==> config.mk <==
export PLATFORM = sky130hd
export DESIGN_NAME = cnt_monitor
export DESIGN_NICKNAME = d
export VERILOG_FILES = /design/src/rtl/cnt_monitor_pkg.sv /design/src/rtl/evt_fifo.sv /design/src/rtl/cnt_monitor.sv
export SDC_FILE = /design/constraint.sdc
export NUM_CORES = 1
export LEC_CHECK = 0
export CAP_MARGIN = 20
export CORE_MARGIN = 5
export CORE_UTILIZATION = 50
export CTS_BUF_LIST = sky130_fd_sc_hd__clkbuf_4
export CTS_CLUSTER_DIAMETER = 50
export CTS_CLUSTER_SIZE = 40
export DETAILED_ROUTE_END_ITERATION = 6
export PLACE_DENSITY = 0.83
export REMOVE_ABC_BUFFERS = 1
export SLEW_MARGIN = 20
export SYNTH_ARGS = -nofsm -noshare
export SYNTH_HDL_FRONTEND = slang
export SYNTH_SLANG_ARGS = --single-unit
==> constraint.sdc <==
create_clock -name clk -period 2.6 [get_ports clk]
set_clock_uncertainty 0.15 [all_clocks]
set_input_delay 0.52 -clock clk [delete_from_list [all_inputs] [get_ports clk]]
set_output_delay 0.52 -clock clk [all_outputs]
set_load 0.01 [all_outputs]
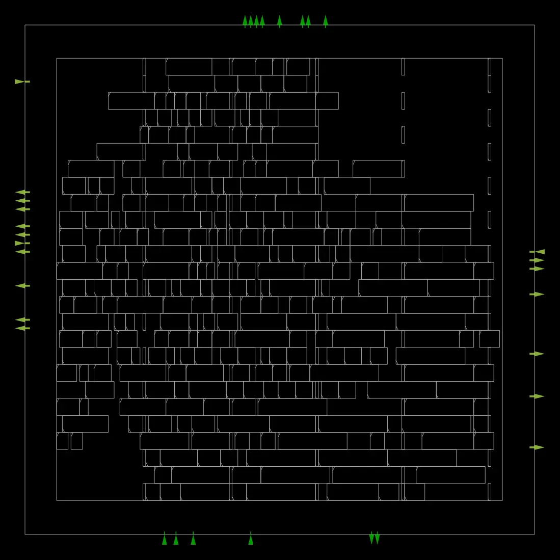
**Above:** placed standard cells.
sequential cell count: 55
Layout Utilization: 0.6573
core area: 5042 sq um
final std cells w/o fill: 361
fraction of area in registers: 0.4058

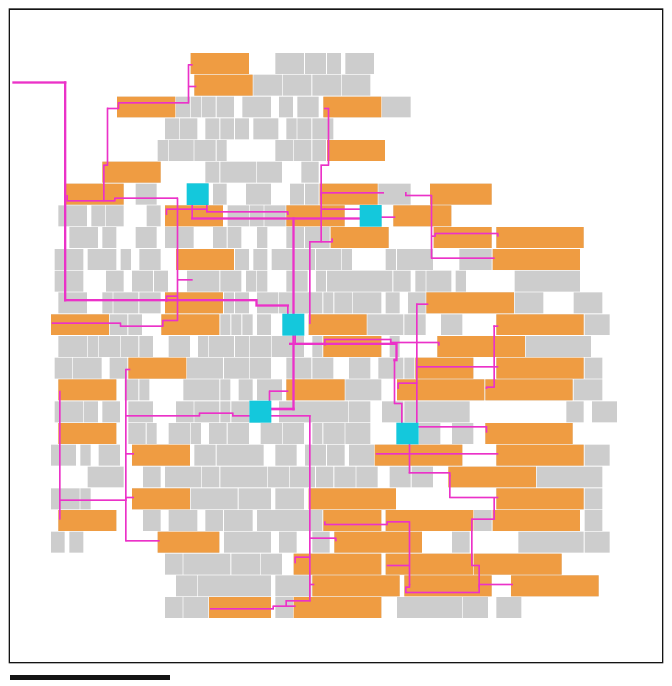
**Above:** clock wires, drivers and flops.
The bar under the picture is 20 um long.
- cyan: cells driving clock nets (count 5)
- orange: flip-flops (count 55)
- magenta: clock wires (length 594 um)
- routed clock nets: 6
clock network fraction of total power: 0.239
latest clock arrival within the worst-skew pair: 0.40 ns

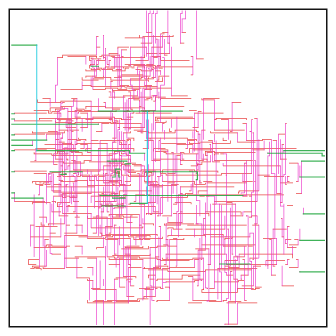
**Above:** metal layers overlaid.
- red: met1 (wire length 2310 um)
- green: met3 (wire length 258 um)
- magenta: met2 (wire length 2630 um)
- cyan: met4 (wire length 51.0 um)
Post-Route WL: 5249 um
via total after detailed routing: 1936
Avg WL per Cell: 14.54 um
global-route usage over all layers: 0.1762

==> results.yml <==
# yosys + openroad results
status:
  status: "finished clean"
synth:
  synthMostInstantiatedCell: "dfxtp_1"
  syn_area_per_cell_sq_um: 11.36
  numSynthFlops: 55
  synthCells: 225
  top_cells_by_count: "dfxtp_1 (31), edfxtp_1 (24), nor2_1 (13)"
  edf_count: 24
placement:
  dp_hpwl_um: 3836
critical_path:
  cp-start-kind: "input port"
  crit_path_top_delay_cell: "clkdlybuf4s50_1"
  path_class: "in2reg"
  crit_cells: 9
  required_ns: 2.73
sta:
  finalCritPeriodShare: 0.9692
  fmax_mhz: 396.8
  finalSetupViolations: 0
  hold_violations: 0
grt:
  grt.overflow.total: 0
  met1_usage: 0.2285
detailed_routing:
  m1WireLength_um: 2306
run:
  cap_violations: 0
power:
  p_sw_frac: 0.2882
clock_network:
  cts_hold_buffers: 0
  cts.htree.levels: 2
worst_hold_path:
  hold_path.class: "in2reg"
## stage by stage
stage	util	hold slack, ns	setup slack [ns]	instances	instance area [sq um]
global route	0.6573	0.2474	0.007211	361	3314
floorplan	-	0.3257	-0.1585	218	2524
global placement	0.6256	0.3259	-0.4383	350	3154
finish	0.6573	0.2630	0.08011	361	3314
detailed placement	0.6256	0.3232	-0.4734	350	3154
CTS	0.6444	0.3482	0.003364	360	3249
## timing repair
action | in CTS | in global routing
setup buffers | 2 | 2
pin swaps | 5 | 8
gates resized | 12 | 11
setup endpoints to repair | 7 | 28
## cells in the final DEF, fill, tap and decap left out, types with 2 or more instances in the layout
cell type	count
nor3b_1	3
dlygate4sd2_1	7
xnor2_2	2
xnor2_1	6
nand4_1	4
or4_1	3
a41oi_1	2
a21oi_1	11
and3_1	4
dfxtp_1	28
nor2b_1	6
ha_1	8
o21ai_0	7
xor2_2	3
buf_4	33
clkbuf_4	5
mux4_2	6
inv_1	9
dfxtp_2	3
o31ai_1	3
nor2_1	13
nand3_1	10
and2_1	12
inv_8	2
clkdlybuf4s50_1	23
or3_1	5
nor3_1	5
nand2_1	10
nand3_2	2
nor4_1	2
xor2_1	2
edfxtp_1	24
and3b_1	2
## power groups by stage
stage / logic, uW / registers (uW) / clock network [uW]
6_report: 379 / 947 / 416
5_1_grt: 423 / 950 / 464
4_1_cts: 369 / 945 / 425
3_5_place_dp: 367 / 962 / 0
3_3_place_gp: 358 / 961 / 0
2_1_floorplan: 204 / 966 / 0
## layout make-up
class / count / area (sq um) / area share
repair buffers: 65 / 563.0 / 0.1699
well taps: 70 / 87.58 / 0.02643
clock inverters: 3 / 31.28 / 0.009438
multi-input cells: 153 / 1212 / 0.3658
flip-flops and latches: 55 / 1345 / 0.4058
clock buffers: 5 / 37.54 / 0.01133
inverters: 10 / 37.54 / 0.01133
No activity file was given, so power comes from the tool's default toggle rates.
